$ cat src/rtl/bus_timer_multi_pkg.sv
// Shared definitions for the multi-channel bus timer: bus layout, register map, CTRL bits.
package bus_timer_multi_pkg;

  typedef struct packed {
    logic [31:0] addr;
    logic [3:0]  be;
    logic [31:0] wdata;
    logic        rd_req;
    logic        wr_req;
  } bus_req_t;

  typedef struct packed {
    logic [31:0] rdata;
    logic        rd_ack;
    logic        wr_ack;
  } bus_rsp_t;

  localparam int BUS_IN_WIDTH  = $bits(bus_req_t);
  localparam int BUS_OUT_WIDTH = $bits(bus_rsp_t);

  localparam logic [7:0] REG_STATUS   = 8'h00;
  localparam logic [7:0] REG_PRESCALE = 8'h04;
  localparam logic [7:0] REG_COUNTER  = 8'h08;
  localparam logic [7:0] CH_BASE      = 8'h10;
  localparam logic [7:0] CH_STRIDE    = 8'h10;
  localparam logic [3:0] CH_CTRL      = 4'h0;
  localparam logic [3:0] CH_LOAD      = 4'h4;
  localparam logic [3:0] CH_COUNT     = 4'h8;

  localparam int CTRL_EN           = 0;
  localparam int CTRL_PERIODIC     = 1;
  localparam int CTRL_IRQ_EN       = 2;
  localparam int CTRL_USE_PRESCALE = 3;

  // Member order puts en at bit 0, matching the CTRL register layout.
  typedef struct packed {
    logic use_prescale;
    logic irq_en;
    logic periodic;
    logic en;
  } ctrl_t;

endpackage

$ cat src/rtl/bus_timer_multi_chan.sv
// One timer channel: CTRL/LOAD registers, down-counter and single-cycle expiry pulse.
import bus_timer_multi_pkg::*;

module timer_chan #(
  parameter int WIDTH = 32
) (
  input  logic             clk,
  input  logic             reset,
  input  logic             tick_p,
  input  logic             ctrl_we,
  input  ctrl_t            ctrl_wdata,
  input  logic             load_we,
  input  logic [WIDTH-1:0] load_wdata,
  output ctrl_t            ctrl,
  output logic [WIDTH-1:0] load,
  output logic [WIDTH-1:0] count,
  output logic             expire
);

  logic tick;

  assign tick   = ctrl.use_prescale ? tick_p : 1'b1;
  assign expire = ctrl.en && tick && (count == '0);

  always_ff @(posedge clk) begin
    if (reset) begin
      ctrl  <= '0;
      load  <= '0;
      count <= '0;
    end else begin
      if (load_we) load <= load_wdata;
      if (ctrl_we) ctrl <= ctrl_wdata;
      // Expiry takes precedence over a concurrent CTRL write; a one-shot drops en.
      if (expire) begin
        if (ctrl.periodic) count <= load;
        else               ctrl.en <= 1'b0;
      end else if (ctrl_we && ctrl_wdata.en && !ctrl.en) begin
        count <= load;
      end else if (ctrl.en && tick) begin
        count <= count - 1'b1;
      end
    end
  end

endmodule

$ cat src/rtl/bus_timer_multi.sv
// Multi-channel timer peripheral: bus decode, shared prescaler, pending/W1C status, free-running counter.
import bus_timer_multi_pkg::*;

module bus_timer_multi #(
  parameter logic [31:0] BUS_ADDR       = 32'h0200_0100,
  parameter int          NCHAN          = 4,
  parameter int          WIDTH          = 32,
  parameter int          PRESCALE_WIDTH = 16
) (
  input  logic                     bus_clk,
  input  logic                     bus_reset,
  input  logic [BUS_IN_WIDTH-1:0]  bus_in,
  output logic [BUS_OUT_WIDTH-1:0] bus_out,
  output logic [NCHAN-1:0]         irq,
  output logic                     irq_any
);

  bus_req_t req;
  bus_rsp_t rsp;
  logic [7:0] off;
  logic [3:0] slot, sub;
  logic       hit, wr, rd;

  assign req  = bus_in;
  assign hit  = (req.addr[31:8] == BUS_ADDR[31:8]);
  assign off  = req.addr[7:0];
  assign slot = off[7:4];
  assign sub  = off[3:0];
  assign wr   = hit && req.wr_req;
  assign rd   = hit && req.rd_req;

  logic [PRESCALE_WIDTH-1:0] prescale, pcnt, psc_m;
  logic [31:0]               counter;
  logic [NCHAN-1:0]          pending, expire, clr;
  logic                      tick_p, psc_we;

  ctrl_t [NCHAN-1:0]            ctrl_q;
  logic  [NCHAN-1:0][WIDTH-1:0] load_q, count_q;

  assign tick_p = (pcnt == prescale);
  assign psc_we = wr && (off == REG_PRESCALE);

  always_comb begin
    psc_m = prescale;
    for (int i = 0; i < PRESCALE_WIDTH; i++)
      if (req.be[i/8]) psc_m[i] = req.wdata[i];
  end

  always_comb begin
    clr = '0;
    if (wr && (off == REG_STATUS))
      for (int i = 0; i < NCHAN; i++) clr[i] = req.wdata[i] & req.be[0];
  end

  always_ff @(posedge bus_clk) begin
    if (bus_reset) begin
      prescale <= '0;
      pcnt     <= '0;
      counter  <= '0;
      pending  <= '0;
    end else begin
      counter <= counter + 32'd1;
      // Expiry set beats a same-cycle W1C clear.
      pending <= (pending & ~clr) | expire;
      if (psc_we) begin
        prescale <= psc_m;
        pcnt     <= '0;
      end else begin
        pcnt <= tick_p ? '0 : pcnt + 1'b1;
      end
    end
  end

  for (genvar c = 0; c < NCHAN; c++) begin : g_chan
    logic       ctrl_we, load_we;
    ctrl_t      ctrl_m;
    logic [WIDTH-1:0] load_m;

    assign ctrl_we = wr && (slot == 4'(c + 1)) && (sub == CH_CTRL);
    assign load_we = wr && (slot == 4'(c + 1)) && (sub == CH_LOAD);
    assign ctrl_m  = req.be[0] ? ctrl_t'(req.wdata[3:0]) : ctrl_q[c];

    always_comb begin
      load_m = load_q[c];
      for (int i = 0; i < WIDTH; i++)
        if (req.be[i/8]) load_m[i] = req.wdata[i];
    end

    timer_chan #(.WIDTH(WIDTH)) u_chan (
      .clk        (bus_clk),
      .reset      (bus_reset),
      .tick_p     (tick_p),
      .ctrl_we    (ctrl_we),
      .ctrl_wdata (ctrl_m),
      .load_we    (load_we),
      .load_wdata (load_m),
      .ctrl       (ctrl_q[c]),
      .load       (load_q[c]),
      .count      (count_q[c]),
      .expire     (expire[c])
    );

    assign irq[c] = pending[c] & ctrl_q[c].irq_en;
  end

  assign irq_any = |irq;

  logic [31:0] rdata_n;

  always_comb begin
    rdata_n = '0;
    if (off == REG_STATUS)        rdata_n[NCHAN-1:0] = pending;
    else if (off == REG_PRESCALE) rdata_n[PRESCALE_WIDTH-1:0] = prescale;
    else if (off == REG_COUNTER)  rdata_n = counter;
    else begin
      for (int c = 0; c < NCHAN; c++) begin
        if (slot == 4'(c + 1)) begin
          case (sub)
            CH_CTRL:  rdata_n[3:0]       = ctrl_q[c];
            CH_LOAD:  rdata_n[WIDTH-1:0] = load_q[c];
            CH_COUNT: rdata_n[WIDTH-1:0] = count_q[c];
            default:  ;
          endcase
        end
      end
    end
  end

  always_ff @(posedge bus_clk) begin
    if (bus_reset) begin
      rsp <= '0;
    end else begin
      rsp.rd_ack <= rd;
      rsp.wr_ack <= wr;
      rsp.rdata  <= rd ? rdata_n : 32'd0;
    end
  end

  assign bus_out = rsp;

endmodule
$ cat config.mk
export PLATFORM = sky130hd
export DESIGN_NAME = bus_timer_multi
export DESIGN_NICKNAME = d
export VERILOG_FILES = /design/src/rtl/bus_timer_multi_pkg.sv /design/src/rtl/bus_timer_multi_chan.sv /design/src/rtl/bus_timer_multi.sv
export SDC_FILE = /design/constraint.sdc
export NUM_CORES = 1
export LEC_CHECK = 0
export CAP_MARGIN = 25
export CORE_MARGIN = 5
export CORE_UTILIZATION = 30
export DETAILED_ROUTE_END_ITERATION = 10
export DONT_BUFFER_PORTS = 1
export PLACE_DENSITY = 0.4
export REMOVE_ABC_BUFFERS = 1
export SKIP_CTS_REPAIR_TIMING = 1
export SLEW_MARGIN = 30
export SYNTH_ARGS = -nofsm -noshare
export SYNTH_HDL_FRONTEND = slang
export SYNTH_SLANG_ARGS = --single-unit
$ cat constraint.sdc
create_clock -name bus_clk -period 10.8 [get_ports bus_clk]
set_input_delay 3.24 -clock bus_clk [delete_from_list [all_inputs] [get_ports bus_clk]]
set_output_delay 3.24 -clock bus_clk [all_outputs]
set_load 0.01 [all_outputs]
==> images/floorplan.png <==
Bar = 100 um. Pins as bars on the die edge.
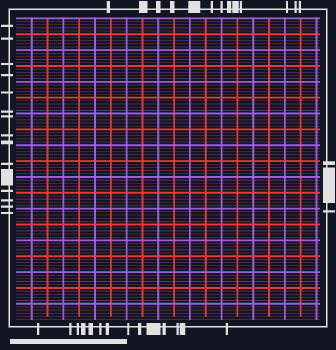
- VDD: red
- VSS: purple
- met5 straps: 19
- signal pins: 111
- met4 straps: 19
Chip Width: 271 um
core footprint: 67400 sq um

==> images/class_map.png <==
Fill, decap, tap and diode cells in grey.
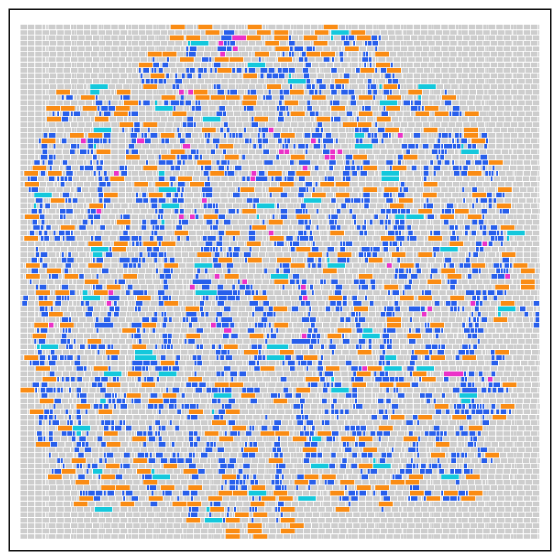
- sequential cells: orange (cells 374; share of their area 34%)
- clock drivers and dummy loads: cyan (cells 84; share of their area 7.0%)
- remaining logic cells: blue (cells 1859; share of their area 57%)
- remaining buffers and delay cells: magenta (cells 47; share of their area 1.8%)

==> images/clock_wires.png <==
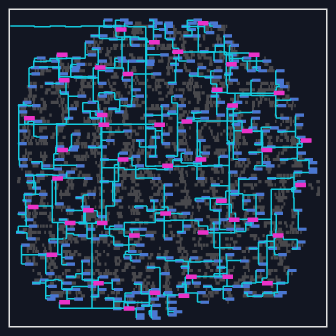
- clock-net drivers: magenta (count 47)
- clock wires: cyan (length 6410 um)
- flip-flops: blue (count 374)
- flops lie: all over the die
- routed clock nets: 48
Clk power: 0.00161 W
Clock Power Share: 53.0%

==> images/layers.png <==
Bar = 100 um. Two of the layers only.
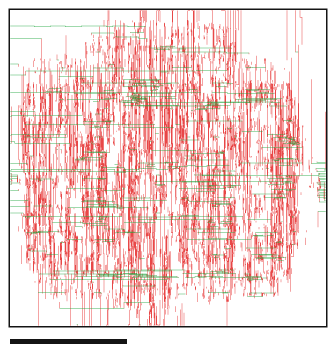
- M3: green (wire length 6390 um)
- M2: red (wire length 39.7 mm)

==> images/clock_nets.png <==
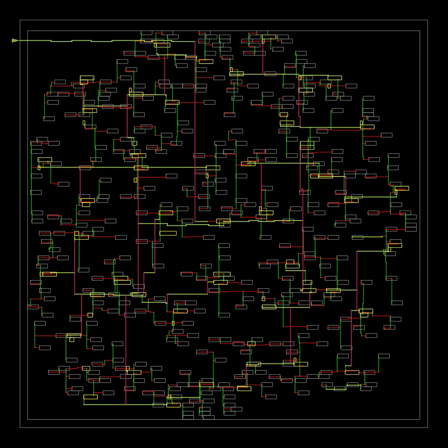
Num CTS Buffers: 47
clock buffers: 69
CTS sink cnt: 374
Setup Skew: 0.0284 ns

==> results.cfg <==
; generated from flow reports
[status]
status = completed

[routing]
ant_nets = 0
wl_met1_mm = 41.2
first_pass_iters = 8
vias_per_cell = 5.98

[global_routing]
grtUsageTotal_pct = 23.2
met1_usage_pct = 32.9
grt_pass1_wl_mm = 130
grt_pass1_vias = 18400
busiest_layer = met2
grt_use_met3_pct = 4.51

[placed_design]
dpl_worst_slack_ns = 3.63
dp_hpwl_mm = 62.3

[finish]
register_area_sq_um = 7490
logic_area_sq_um = 12000
utilization_pct = 34.0
seq_cells = 374
final_cell_mix = dfxtp_1, nor2_1, mux2i_1
layout_top_cell = dfxtp_1
comb_share_pct = 52.4

[final_timing]
finalSetupTns_ns = 0
fin_crit_ns = 6.59

[hold_path]
holdPathStages = 2
holdPathEnd = g_chan[2].u_chan.count[1]

[worst_setup_path]
reg2reg_depth = 8
r2r_end = g_chan[1].u_chan.count[24]
crit_end = g_chan[3].u_chan.count[1]
cp_max_fo = 20
cp-startpoint = bus_in[39]

[yosys]
yosys-top-cells-area = dfxtp_1, mux2i_1, nor2_1
synth.distinct_cells = 83
synth.cellmix.simpleShare_pct = 20.4
yosysMostFrequentCell = dfxtp_1
synth.top_cell.area_share_pct = 36.6
synth-xor-area-share_pct = 2.44
enable_flop_cells = 0

[clock_tree]
clock_latency_ns = 0.61
cts_root_buffer = clkbuf_16
htree_levels = 2
cts_tree = built
clock_path_buffers = 3
cts.clk_slew.worst_paths_ns = 0.06

[power_and_ir_drop]
maxPowerGroup = clock
p_seq_w = 0.00138
Power is estimated from default activity; no workload was simulated.
